===== config.mk =====
export PLATFORM = sky130hd
export DESIGN_NAME = fp16_normalize
export DESIGN_NICKNAME = d
export VERILOG_FILES = /design/src/rtl/fp16_pkg.sv /design/src/rtl/fp16_round_rne.sv /design/src/rtl/fp16_normalize.sv
export SDC_FILE = /design/constraint.sdc
export NUM_CORES = 1
export LEC_CHECK = 0
export CORE_UTILIZATION = 54
export CTS_CLUSTER_SIZE = 28
export DETAILED_ROUTE_END_ITERATION = 10
export PLACE_DENSITY_LB_ADDON = 0.1
export SETUP_SLACK_MARGIN = 0.15
export SLEW_MARGIN = 15
export SYNTH_ARGS = -nofsm -noshare
export SYNTH_HDL_FRONTEND = slang
export SYNTH_SLANG_ARGS = --single-unit
export TNS_END_PERCENT = 50

===== constraint.sdc =====
create_clock -name CLK -period 2.4 [get_ports CLK]
set_input_delay 0.24 -clock CLK [delete_from_list [all_inputs] [get_ports CLK]]
set_output_delay 0.24 -clock CLK [all_outputs]
set_load 0.03 [all_outputs]

===== src/rtl/fp16_pkg.sv =====
// Shared types and constants for the fp16 adder post-add stages.
package fp16_pkg;

  localparam int unsigned FP16_BIAS    = 15;
  localparam logic [4:0]  FP16_EXP_MAX = 5'h1F;
  localparam int unsigned FP16_MANT_W  = 10;
  localparam logic [4:0]  FP16_INF_EXP = FP16_EXP_MAX;

  typedef enum logic [1:0] {
    StIdle,
    StNorm,
    StRound,
    StDone
  } state_e;

endpackage


===== src/rtl/fp16_round_rne.sv =====
// Round-to-nearest-even increment of an 11-bit {hidden, frac} mantissa.
module fp16_round_rne
  import fp16_pkg::*;
(
  input  logic [FP16_MANT_W:0] mant_i,
  input  logic                 guard_i,
  input  logic                 sticky_i,
  output logic [FP16_MANT_W:0] mant_o,
  output logic                 carry_o
);

  logic                   inc;
  logic [FP16_MANT_W+1:0] sum;

  assign inc     = guard_i & (sticky_i | mant_i[0]);
  assign sum     = {1'b0, mant_i} + {{(FP16_MANT_W + 1){1'b0}}, inc};
  assign carry_o = sum[FP16_MANT_W+1];
  // A wrap to 2048 becomes 1.0 (1024); the caller bumps the exponent.
  assign mant_o  = carry_o ? {1'b1, {FP16_MANT_W{1'b0}}} : sum[FP16_MANT_W:0];

endmodule


===== src/rtl/fp16_normalize.sv =====
// Post-add normalize / round / pack stage: iterative 1-bit shifter, RNE rounding, fp16 pack.
module fp16_normalize
  import fp16_pkg::*;
#(
  parameter int unsigned MANT_W = 10,
  parameter int unsigned EXP_W  = 5
) (
  input  logic                    CLK,
  input  logic                    RST,
  input  logic                    IN_VALID,
  output logic                    OUT_READY,
  input  logic                    IN_SIGN_HALF,
  input  logic [EXP_W-1:0]        IN_EXP_HALF,
  input  logic [MANT_W+1:0]       IN_MANT_SUM_HALF,
  input  logic                    IN_GUARD_BIT,
  input  logic                    IN_STICKY_BIT,
  input  logic                    IN_EXCEPTION_HALF,
  output logic                    OUT_VALID,
  input  logic                    IN_READY,
  output logic [EXP_W+MANT_W:0]   OUT_RESULT_HALF,
  output logic                    OUT_OVERFLOW_HALF,
  output logic                    OUT_UNDERFLOW_HALF,
  output logic                    OUT_INEXACT_HALF,
  output logic                    OUT_EXCEPTION_HALF
);

  localparam int unsigned SumW   = MANT_W + 2;
  localparam int unsigned ResW   = EXP_W + MANT_W + 1;
  localparam logic [EXP_W-1:0] ExpOne = EXP_W'(1);

  state_e              state_q, state_d;
  logic                sign_q, sign_d;
  logic [EXP_W-1:0]    exp_q, exp_d;
  logic [SumW-1:0]     mant_q, mant_d;
  logic                guard_q, guard_d;
  logic                sticky_q, sticky_d;
  logic [ResW-1:0]     result_q, result_d;
  logic                ovf_q, ovf_d, uf_q, uf_d, inex_q, inex_d, exc_q, exc_d;

  logic [MANT_W:0]     rnd_mant;
  logic                rnd_carry;
  logic [EXP_W-1:0]    exp_inc, exp_rnd, exp_field;
  logic                rnd_inexact;

  fp16_round_rne u_round (
    .mant_i   (mant_q[MANT_W:0]),
    .guard_i  (guard_q),
    .sticky_i (sticky_q),
    .mant_o   (rnd_mant),
    .carry_o  (rnd_carry)
  );

  assign exp_inc     = exp_q + ExpOne;
  assign exp_rnd     = rnd_carry ? exp_inc : exp_q;
  // Only a mantissa with the hidden bit set carries a nonzero exponent field.
  assign exp_field   = rnd_mant[MANT_W] ? exp_rnd : '0;
  assign rnd_inexact = guard_q | sticky_q;

  always_comb begin
    state_d  = state_q;
    sign_d   = sign_q;
    exp_d    = exp_q;
    mant_d   = mant_q;
    guard_d  = guard_q;
    sticky_d = sticky_q;
    result_d = result_q;
    ovf_d    = ovf_q;
    uf_d     = uf_q;
    inex_d   = inex_q;
    exc_d    = exc_q;
    unique case (state_q)
      StIdle: begin
        if (IN_VALID) begin
          sign_d   = IN_SIGN_HALF;
          exp_d    = (IN_EXP_HALF == '0) ? ExpOne : IN_EXP_HALF;
          mant_d   = IN_MANT_SUM_HALF;
          guard_d  = IN_GUARD_BIT;
          sticky_d = IN_STICKY_BIT;
          ovf_d    = 1'b0;
          uf_d     = 1'b0;
          inex_d   = 1'b0;
          exc_d    = 1'b0;
          if (IN_EXCEPTION_HALF) begin
            result_d = {IN_SIGN_HALF, FP16_INF_EXP, {MANT_W{1'b0}}};
            exc_d    = 1'b1;
            state_d  = StDone;
          end else if ((IN_MANT_SUM_HALF == '0) && !IN_GUARD_BIT && !IN_STICKY_BIT) begin
            result_d = {IN_SIGN_HALF, {(EXP_W + MANT_W){1'b0}}};
            state_d  = StDone;
          end else begin
            state_d  = StNorm;
          end
        end
      end
      StNorm: begin
        if (mant_q[SumW-1]) begin
          // Carry out of the adder: shift right, then re-examine next cycle.
          mant_d   = {1'b0, mant_q[SumW-1:1]};
          guard_d  = mant_q[0];
          sticky_d = sticky_q | guard_q;
          exp_d    = exp_inc;
          if (exp_inc == FP16_EXP_MAX) begin
            result_d = {sign_q, FP16_INF_EXP, {MANT_W{1'b0}}};
            ovf_d    = 1'b1;
            inex_d   = 1'b1;
            state_d  = StDone;
          end
        end else if (!mant_q[MANT_W] && (exp_q > ExpOne)) begin
          mant_d  = {mant_q[SumW-2:0], guard_q};
          guard_d = 1'b0;
          exp_d   = exp_q - ExpOne;
        end else begin
          state_d = StRound;
        end
      end
      StRound: begin
        inex_d = rnd_inexact;
        if (rnd_carry && (exp_rnd == FP16_EXP_MAX)) begin
          result_d = {sign_q, FP16_INF_EXP, {MANT_W{1'b0}}};
          ovf_d    = 1'b1;
        end else begin
          result_d = {sign_q, exp_field, rnd_mant[MANT_W-1:0]};
          uf_d     = (exp_field == '0) & rnd_inexact;
        end
        state_d = StDone;
      end
      StDone: begin
        if (IN_READY) state_d = StIdle;
      end
      default: state_d = StIdle;
    endcase
  end

  always_ff @(posedge CLK) begin
    if (RST) begin
      state_q  <= StIdle;
      sign_q   <= 1'b0;
      exp_q    <= '0;
      mant_q   <= '0;
      guard_q  <= 1'b0;
      sticky_q <= 1'b0;
      result_q <= '0;
      ovf_q    <= 1'b0;
      uf_q     <= 1'b0;
      inex_q   <= 1'b0;
      exc_q    <= 1'b0;
    end else begin
      state_q  <= state_d;
      sign_q   <= sign_d;
      exp_q    <= exp_d;
      mant_q   <= mant_d;
      guard_q  <= guard_d;
      sticky_q <= sticky_d;
      result_q <= result_d;
      ovf_q    <= ovf_d;
      uf_q     <= uf_d;
      inex_q   <= inex_d;
      exc_q    <= exc_d;
    end
  end

  assign OUT_READY          = (state_q == StIdle) & ~RST;
  assign OUT_VALID          = (state_q == StDone);
  assign OUT_RESULT_HALF    = result_q;
  assign OUT_OVERFLOW_HALF  = ovf_q;
  assign OUT_UNDERFLOW_HALF = uf_q;
  assign OUT_INEXACT_HALF   = inex_q;
  assign OUT_EXCEPTION_HALF = exc_q;

endmodule

==> notes.md <==
impl run done, here's what came out: Via density 6.06, # diodes 0, leakage between 1 and 1.5 nW, Crit Path Category reg -> reg, Slew HR 0.632, critical path's largest stage delay approximately 0.41 ns, skew final 0.00785 ns, area leader, netlist dfxtp_1, num rows 26, Flops after synth 42, overflow left after global routing 0, Num CTS Buffers 5, Slew Limit Fails 0, Clock Pin Slew Worst Setup and Hold Paths 0.08 ns, library cells used by synthesis roughly 60, Die Y ~75 µm, chip width between 70 and 80 µm, remaining antenna violation count after routing 0, Post-Syn Area between 0.002 and 0.003 mm², synthesis area per yosys between 0.002 and 0.003 mm², DRC 0, status completed, Floorplan Nets ~410, crit-path cells inv_1 > ha_1 > nand3_1 > a211oi_4 > o221ai_2 > or3_1 > a21oi_1, largest net degree at the start of global routing 25, Final #Nets ~450, post-synthesis cell count 377, peak supply drop between 0.0006 and 0.0007 V, MaxCap Viol Count 0, I/O pins between 40 and 50, die area 0.00563 mm², main flop type dfxtp_1, Seq/Total Area, Yosys 0.292, DR WL/cell 15.4 µm, Synth Area per Inst ~7.6 µm², CTS H-tree depth 2, Hold Worst Slack roughly 0.45 ns, Initial DRT Pass Iterations 5, Crit path required time ~2.6 ns, HPWL after detailed placement approximately 5600 µm, Worst setup SP type register, slowest cell on the critical path or3_1
## per-layer routing
layer  vias up  track usage  part of all wire
met1      1385        0.365              0.43
met2        99        0.469              0.48
met3        14       0.0482             0.065
li1       1429            -                 -
met4         0        0.107             0.019
met5         -            0                 0
## cells by family (layout without fill, tap and decap cells)
kind of cell             after synthesis  in the layout  share of synthesized area
AND/OR/NAND/NOR                      159            159                      0.280
AND-OR/OR-AND                         97             97                      0.238
buffers and inverters                 48             84                     0.0778
flip-flops                            42             42                      0.292
XOR/XNOR                              13             13                     0.0396
adder cells (fa/ha/maj)               10             10                     0.0435
multiplexers                           8              8                     0.0283
## sequential cells by signal, indices dropped and copies added (netlist names)
| signal | cells |
|---|---|
| OUT_RESULT_HALF | 16 |
| OUT_INEXACT_HALF | 1 |
| state_q | 2 |
| OUT_EXCEPTION_HALF | 1 |
| exp_q | 5 |
| guard_q | 1 |
| OUT_UNDERFLOW_HALF | 1 |
| OUT_OVERFLOW_HALF | 1 |
| mant_q | 12 |
| sign_q | 1 |
| sticky_q | 1 |
## worst register-to-register path, delay by kind of cell, from the launching register on
kind	cells	cell delay [ns]
AND-OR/OR-AND	3	0.69
AND/OR/NAND/NOR	2	0.62
flip-flops	1	0.37
buffers and inverters	1	0.18
adder cells (fa/ha/maj)	1	0.17
## power by group
group	switching, mW	internal [mW]	total [mW]
Sequential	0.317	0.902	1.22
Combinational	1.19	0.887	2.07
Clock	0.238	0.195	0.434
## Yosys cell counts (4+ instances only)
master,count
dfxtp_1,42
nand2_1,39
a21oi_1,38
nor2_1,36
nand3_1,18
buf_2,16
inv_1,13
nor2b_1,12
or3_1,12
clkbuf_1,11
nor3_1,11
a221oi_1,10
ha_1,10
nor4_1,8
xor2_1,8
mux2i_1,7
nand4_1,7
o21ai_0,7
a211oi_1,5
nand2b_1,5
xnor2_1,5
buf_4,4
o21bai_1,4
## metrics by stage
stage	instance area, µm²	setup slack (ns)	utilization
floorplan	2880	0.453	-
global placement	3380	0.131	0.662
detailed placement	3380	0.126	0.662
CTS	3460	0.148	0.678
global route	3480	0.155	0.682
finish	3480	0.310	0.682
## timing repair
action / CTS / global route
cloned: 0 / 0
resized: 0 / 5
pin swaps: 0 / 0
endpoints found under the setup margin: 1 / 29
endpoints found under the hold margin: 0 / 0
## worst paths after layout
path | end | cells past startpoint
worst min-delay path | OUT_RESULT_HALF[4] | 2
worst min register to register | OUT_RESULT_HALF[4] | 2
worst max-delay path | OUT_RESULT_HALF[7] | 7
worst max register to register | OUT_RESULT_HALF[7] | 7
## area by class of cell
cell class,instances,area (µm²)
tap,70,87.6
multi-input combinational,287,1840
fill,475,1620
timing repair buffer,63,586
clock buffer,5,68.8
inverter,14,52.6
clock inverter,2,10.0
sequential,42,843
## layout by cell type, fill, tap and decap left out, drive strengths merged, types with 12 or more instances in the layout
| master | n |
|---|---|
| a21oi | 38 |
| dfxtp | 42 |
| nand3 | 18 |
| nor2 | 36 |
| nor3 | 13 |
| buf | 18 |
| nand2 | 39 |
| or3 | 12 |
| clkdlybuf4s50 | 45 |
| nor2b | 12 |
| inv | 14 |
==> images/registers.png <==
Scale bar: 20 µm.
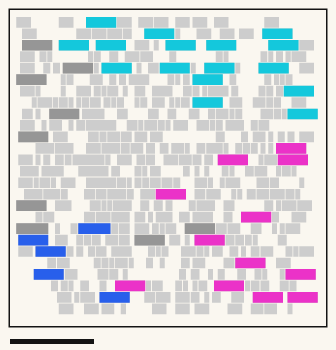
[blue] exp_q | flops: 5 | where: south-west
[cyan] OUT_RESULT_HALF | flops: 16
[magenta] mant_q | flops: 12
not colored: 9

==> images/gate_families.png <==
Scale bar: 20 µm.
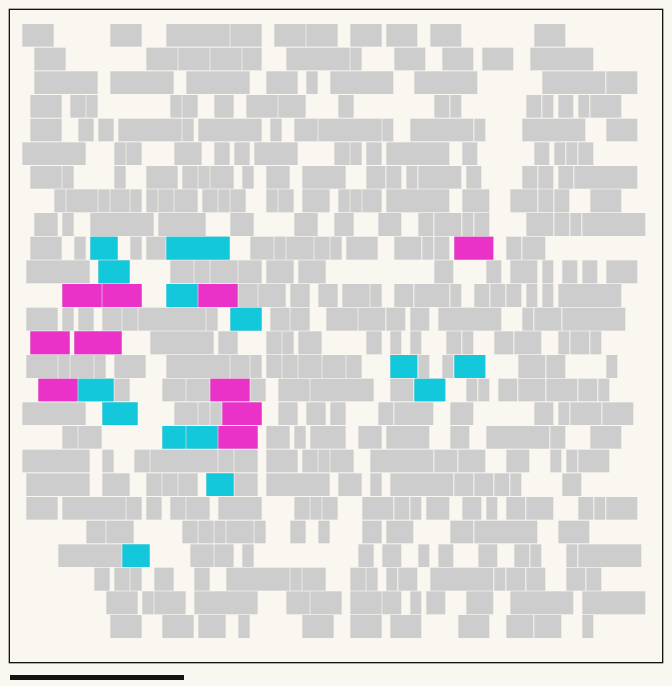
[cyan] AND-OR and OR-AND gates | cells: 14
[magenta] adder and majority cells | cells: 10 | most used: ha_1

Power figures rest on the tool's default switching activity, not on a simulated workload.
